==> run_1/met1.png <==
Supply wires on this layer in gray.
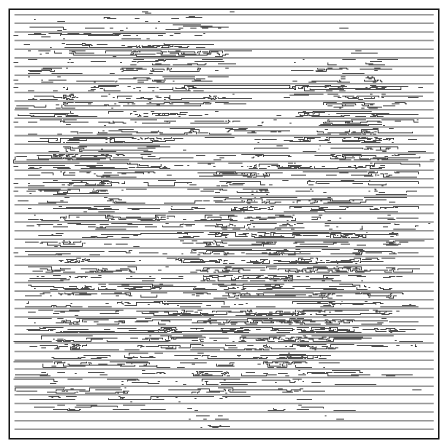
==> run_1/met2.png <==
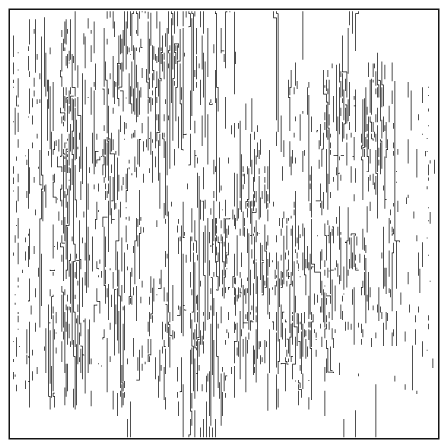
==> run_1/met3.png <==
The bar under the picture is 50 microns long. Cells faint in the background.
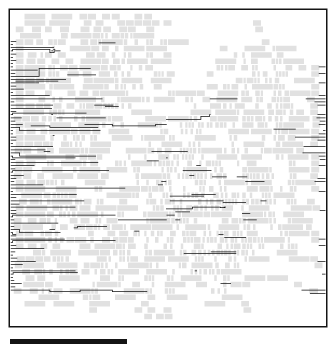
==> src/rtl/hls_kernel_run_ctrl.sv <==
// hls_kernel_run_ctrl: issues one kernel start per run request, times the run, checks the return value
module hls_kernel_run_ctrl #(
    parameter int          RET_W          = 32,
    parameter int          CYC_W          = 32,
    parameter int unsigned TIMEOUT_CYCLES = 200000000
) (
    input  logic             clock,
    input  logic             reset,
    input  logic             run_req,
    input  logic             check_en,
    input  logic [RET_W-1:0] exp_value,
    output logic             start_port,
    input  logic             done_port,
    input  logic [RET_W-1:0] return_port,
    output logic             busy,
    output logic             result_valid,
    output logic             result_pass,
    output logic             result_checked,
    output logic             result_timeout,
    output logic [RET_W-1:0] result_value,
    output logic [CYC_W-1:0] result_cycles,
    output logic [15:0]      run_count,
    output logic             spurious_done
);
    typedef enum logic [1:0] {IDLE, START, WAIT, REPORT} state_t;
    localparam logic [CYC_W-1:0] TMO = CYC_W'(TIMEOUT_CYCLES);
    state_t state, state_next;
    logic [RET_W-1:0] exp_q;
    logic chk_q;
    logic [CYC_W-1:0] cnt;
    logic done_hit, tmo_hit;
    always_comb begin
        done_hit = done_port && (state == START || state == WAIT);
        tmo_hit = state == WAIT && !done_port && cnt >= TMO;
        state_next = state;
        case (state)
            IDLE:    state_next = run_req ? START : IDLE;
            START:   state_next = done_port ? REPORT : WAIT;
            WAIT:    state_next = (done_port || tmo_hit) ? REPORT : WAIT;
            default: state_next = IDLE;
        endcase
    end
    always_ff @(posedge clock or negedge reset) begin
        if (!reset) state <= IDLE;
        else state <= state_next;
    end
    // cnt holds the cycle number of the current cycle, counting the start cycle as 1
    always_ff @(posedge clock or negedge reset) begin
        if (!reset) begin
            start_port <= 1'b0;
            busy <= 1'b0;
            result_valid <= 1'b0;
            result_pass <= 1'b0;
            result_checked <= 1'b0;
            result_timeout <= 1'b0;
            result_value <= '0;
            result_cycles <= '0;
            run_count <= '0;
            spurious_done <= 1'b0;
            exp_q <= '0;
            chk_q <= 1'b0;
            cnt <= '0;
        end else begin
            start_port <= state_next == START;
            busy <= state_next != IDLE;
            result_valid <= state_next == REPORT;
            spurious_done <= spurious_done | (done_port && (state == IDLE || state == REPORT));
            if (state == IDLE && run_req) begin
                exp_q <= exp_value;
                chk_q <= check_en;
            end
            if (state_next == START) cnt <= CYC_W'(1);
            else if ((state == START || state == WAIT) && cnt < TMO) cnt <= cnt + CYC_W'(1);
            if (done_hit || tmo_hit) begin
                result_value <= done_hit ? return_port : '0;
                result_timeout <= !done_hit;
                result_cycles <= cnt;
                result_checked <= chk_q;
                result_pass <= chk_q && done_hit && return_port == exp_q;
                run_count <= run_count + 16'd1;
            end
        end
    end
endmodule

==> config.mk <==
export PLATFORM = sky130hd
export DESIGN_NAME = hls_kernel_run_ctrl
export DESIGN_NICKNAME = d
export VERILOG_FILES = /design/src/rtl/hls_kernel_run_ctrl.sv
export SDC_FILE = /design/constraint.sdc
export NUM_CORES = 1
export LEC_CHECK = 0
export ABC_AREA = 1
export ABC_CLOCK_PERIOD_IN_PS = 3910
export CAP_MARGIN = 20
export CORE_UTILIZATION = 42
export CTS_BUF_LIST = sky130_fd_sc_hd__clkbuf_2 sky130_fd_sc_hd__clkbuf_4 sky130_fd_sc_hd__clkbuf_8
export DETAILED_ROUTE_END_ITERATION = 7
export PLACE_DENSITY = 0.71
export SLEW_MARGIN = 20
export SYNTH_ARGS = -nofsm -noshare
export SYNTH_HDL_FRONTEND = slang
export SYNTH_SLANG_ARGS = --single-unit
==> constraint.sdc <==
create_clock -name clock -period 3.91 [get_ports clock]
set_clock_uncertainty 0.1 [all_clocks]
set_input_delay 0.782 -clock clock [delete_from_list [all_inputs] [get_ports clock]]
set_output_delay 0.782 -clock clock [all_outputs]
set_load 0.01 [all_outputs]
==> PnR_summary.wiki, run 1 <==
=== Synthesis and place and route ===
{| class="wikitable"
! Metric !! Value
|-
| Number of buffer cells added on primary ports || 155
|-
| Dominant register cell in the synthesized netlist || dfrtp_1
|-
| Flop pwr share || 0.387
|-
| Internal cell power || 4080 uW
|-
| Core Rows || 48
|-
| Largest power group || combinational cells
|-
| Cell type with the largest total area || dfrtp_1
|-
| Clock network power || 1310 uW
|-
| Clock tree from TritonCTS || built
|-
| Combinational group power || 2670 uW
|-
| Number of buffer and inverter instances along the worst setup path || 3
|-
| Global placer's final weighted congestion || 0.890
|-
| Static power due to leakage || 0.00462 uW
|-
| Simple-Gate Fraction of Synth Area || 0.266
|-
| Synthesized netlist cell count || 852
|-
| Die boundary width || 135 microns
|-
| Data arrival, critical path || 2690 ps
|-
| Vias in the first global route || 5992
|-
| Mux frac, synth || 0.0441
|-
| Placed cell count || 1207
|-
| Worst setup path startpoint || cnt[15]
|-
| Overall global routing resource usage || 0.215
|-
| Capture point of the worst path || cnt[20]
|-
| Antenna diode instance count || 0
|-
| Via density per instance || 4.95
|-
| Crit share post-route || 0.628
|-
| Number of warnings the tools reported || 31
|-
| Mapped Avg Cell Area || 8.69 sq um
|-
| Setup TNS Final || 0 ps
|-
| Tightest Pin Transition || 637 ps
|-
| Routed wire per std cell || 14.8 microns
|-
| Area share of the leading cell type in the synthesized netlist || 0.521
|-
| Most frequently placed logic cell in the final layout || nand2_1
|-
| Share of post-route cells with drive strength above 1 || 0.0858
|-
| Busiest layer in global routing || met2
|-
| # clk buffers || 20
|-
| Clock insertion delay at the later pin of the skew report || 450 ps
|-
| Layout buffering overhead excluding clock cells || 0.170
|-
| Share of total power in the clock network || 0.202
|-
| Die Footprint || 18200 sq um
|-
| Result of the run || completed
|-
| Routed length on met1 || 8270 microns
|-
| Clock slew at the register clock pins of the worst setup and hold paths || 80 ps
|-
| Number of cells in the yosys synthesis report || 852
|-
| Sequential Area || 3850 sq um
|-
| Worst slew margin relative to its limit || 0.575
|-
| Multi-input combinational gate total || 575
|}
## Picture notes: met1.png
- longest straight run: 52.9 microns
- share of all routed wire: 45%
Vias: 6139
met1 Track Usage GR: 0.283

## Picture notes: met2.png
- nets with wire on the layer: 843
- wire length on this layer: 8250 microns
- share of all routed wire: 45%
- longest straight run: 50.8 microns
met2 usage: 0.331
total routed wirelength: 18400 microns

## Picture notes: met3.png
- main direction: horizontal
- share of all routed wire: 8.5%
- nets with wire on the layer: 139

==> run 2, diff against run 1 <==
--- a/config.mk
+++ b/config.mk
@@ -6,7 +6,7 @@
 export NUM_CORES = 1
 export LEC_CHECK = 0
 export ABC_AREA = 1
-export ABC_CLOCK_PERIOD_IN_PS = 3910
+export ABC_CLOCK_PERIOD_IN_PS = 2470
 export CAP_MARGIN = 20
 export CORE_UTILIZATION = 42
 export CTS_BUF_LIST = sky130_fd_sc_hd__clkbuf_2 sky130_fd_sc_hd__clkbuf_4 sky130_fd_sc_hd__clkbuf_8
==> constraint.sdc (replaced) <==
create_clock -name clock -period 2.47 [get_ports clock]
set_clock_uncertainty 0.1 [all_clocks]
set_input_delay 0.494 -clock clock [delete_from_list [all_inputs] [get_ports clock]]
set_output_delay 0.494 -clock clock [all_outputs]
set_load 0.01 [all_outputs]
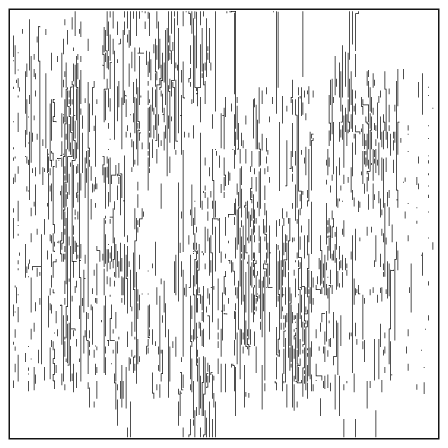
(run_2/met2.png)
- nets with wire on the layer: 867
- longest straight run: 62.2 microns
Vias: 6180
met2 usage: 0.328
total routed wirelength: 18100 microns

==> PnR_summary.wiki, run 2 <==
=== Synthesis and place and route ===
{| class="wikitable"
! Metric !! Value
|-
| Combinational group power || 4340 uW (was 2670 uW)
|-
| Placed cell count || 1209 (was 1207)
|-
| Met1 Track Usage GR || 0.274 (was 0.283)
|-
| Post-CTS setup repair buffer count || 0 (unchanged)
|-
| Via density per instance || 4.98 (was 4.95)
|-
| Synthesized netlist cell count || 852 (unchanged)
|-
| Hold path cells || 1
|-
| Number of failing setup endpoints in the final timing report || 0 (unchanged)
|-
| Clock slew at the register clock pins of the worst setup and hold paths || 90 ps (was 80 ps)
|-
| Die Footprint || 18200 sq um (unchanged)
|-
| Number of tap cells inserted || 225 (unchanged)
|-
| Clock network power || 1870 uW (was 1310 uW)
|-
| Seq group || 3990 uW (was 2520 uW)
|-
| Kind of path behind the tightest hold check || reg -> reg (was in -> async)
|-
| Number of standard cells in the layout, taps in and fillers out || 1242 (was 1239)
|-
| Most area-consuming cells after synthesis || dfrtp_1 (52%), nand2_1 (9.0%), nand3_1 (8.9%) (unchanged)
|-
| Dominant register cell in the synthesized netlist || dfrtp_1 (unchanged)
|-
| Layout buffering overhead excluding clock cells || 0.177 (was 0.170)
|-
| Tightest Pin Transition || 580 ps (was 637 ps)
|-
| Area share of the leading cell type in the synthesized netlist || 0.521 (unchanged)
|-
| Final design instance area without fill || 9620 sq um (was 9590 sq um)
|-
| Global-route wire length before repair || 29600 microns (was 30300 microns)
|-
| Capture point of the worst path || result_cycles[18] (was cnt[20])
|-
| Setup TNS Final || 0 ps (unchanged)
|-
| Count of plain and timing-repair buffers || 168 (was 165)
|-
| Mapped Avg Cell Area || 8.69 sq um (unchanged)
|-
| Number of hold violations in the final report || 0 (unchanged)
|-
| Hold EP || spurious_done
|-
| Violation count after the first detailed-routing iteration || 361 (was 377)
|-
| Antenna diode instance count || 0 (unchanged)
|-
| Vias in the first global route || 5999 (was 5992)
|-
| Most frequently placed logic cell in the final layout || nand2_1 (unchanged)
|-
| Simple-Gate Fraction of Synth Area || 0.266 (unchanged)
|-
| Flip-flops with a built-in enable || 0 (unchanged)
|-
| Number of cells on the worst reg-to-reg path || 12 (was 10)
|-
| Post-route DRC violation count || 0 (unchanged)
|-
| Largest power group || combinational cells (unchanged)
|-
| Internal cell power || 6220 uW (was 4080 uW)
|-
| Biggest combinational cell group after synthesis || simple AND/OR/NAND/NOR gates (unchanged)
|-
| Number of cells in the yosys synthesis report || 852 (unchanged)
|-
| Hold-fix buffers, CTS || 1 (was 0)
|-
| Busiest layer in global routing || met2 (unchanged)
|-
| Htree depth || 4 (unchanged)
|-
| Cell type with the largest total area || dfrtp_1 (unchanged)
|-
| Minimum setup slack in the final design || 255 ps (was 1460 ps)
|-
| Multi-input combinational gate total || 575 (unchanged)
|-
| Share of total power in the clock network || 0.183 (was 0.202)
|-
| Number of warnings the tools reported || 32 (was 31)
|-
| Total number of cells along the worst setup path || 12 (was 10)
|-
| # clk buffers || 17 (was 20)
|-
| Slowest cell on the critical path || dfrtp_1 (unchanged)
|-
| Largest driver fanout on the critical path || 36 (was 22)
|-
| Number of nets produced by synthesis || 928 (unchanged)
|-
| Overall power || 10200 uW (was 6510 uW)
|-
| Sequential Area || 3850 sq um (unchanged)
|-
| Clock insertion delay at the later pin of the skew report || 450 ps (about the same)
|-
| Adder Share, Synth || 0.0118 (unchanged)
|-
| Unrepaired setup endpoints after global routing || true (was false)
|-
| Data arrival, critical path || 2490 ps (was 2690 ps)
|-
| Share of post-route cells with drive strength above 1 || 0.0875 (was 0.0858)
|-
| Clock tree from TritonCTS || built (unchanged)
|-
| Routed length on met1 || 7930 microns (was 8270 microns)
|-
| Worst setup path startpoint || cnt[26] (was cnt[15])
|-
| Worst slew margin relative to its limit || 0.613 (was 0.575)
|-
| Crit path cell chain || inv_1, nand2_1, nor2_1, nand2_1, nor2_1, nand2_1, nand2_1, nand3_2, nand2_8, buf_12, nor2_1, a21oi_1 (was nand2_1, inv_1, o21ai_0, nand2_1, nand2_1, nand3_2, inv_2, nand4_1, nand3_1, inv_1)
|-
| Routed wire per std cell || 14.6 microns (was 14.8 microns)
|-
| Mux frac, synth || 0.0441 (unchanged)
|-
| Die boundary width || 135 microns (unchanged)
|-
| Crit share post-route || 0.897 (was 0.628)
|-
| Distinct cells, synth || 30 (unchanged)
|-
| Static power due to leakage || 0.00462 uW (about the same)
|-
| Overall global routing resource usage || 0.211 (was 0.215)
|-
| Number of buffer cells added on primary ports || 155 (unchanged)
|-
| Io pins || 156 (unchanged)
|-
| Global placer's final weighted congestion || 0.861 (was 0.890)
|-
| Critical R2R Launch || cnt[26] (was cnt[15])
|-
| Flop pwr share || 0.391 (was 0.387)
|-
| Number of buffer and inverter instances along the worst setup path || 2 (was 3)
|-
| Result of the run || completed (unchanged)
|-
| Core Rows || 48 (unchanged)
|}
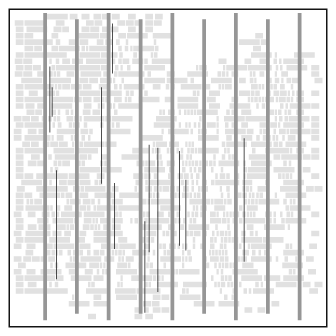
(run_2/met4.png)
Supply wires on this layer in gray. Cells faint in the background.
- longest straight run: 61.2 microns
- share of all routed wire: 2.5%

No activity file was given, so power comes from the tool's default toggle rates.
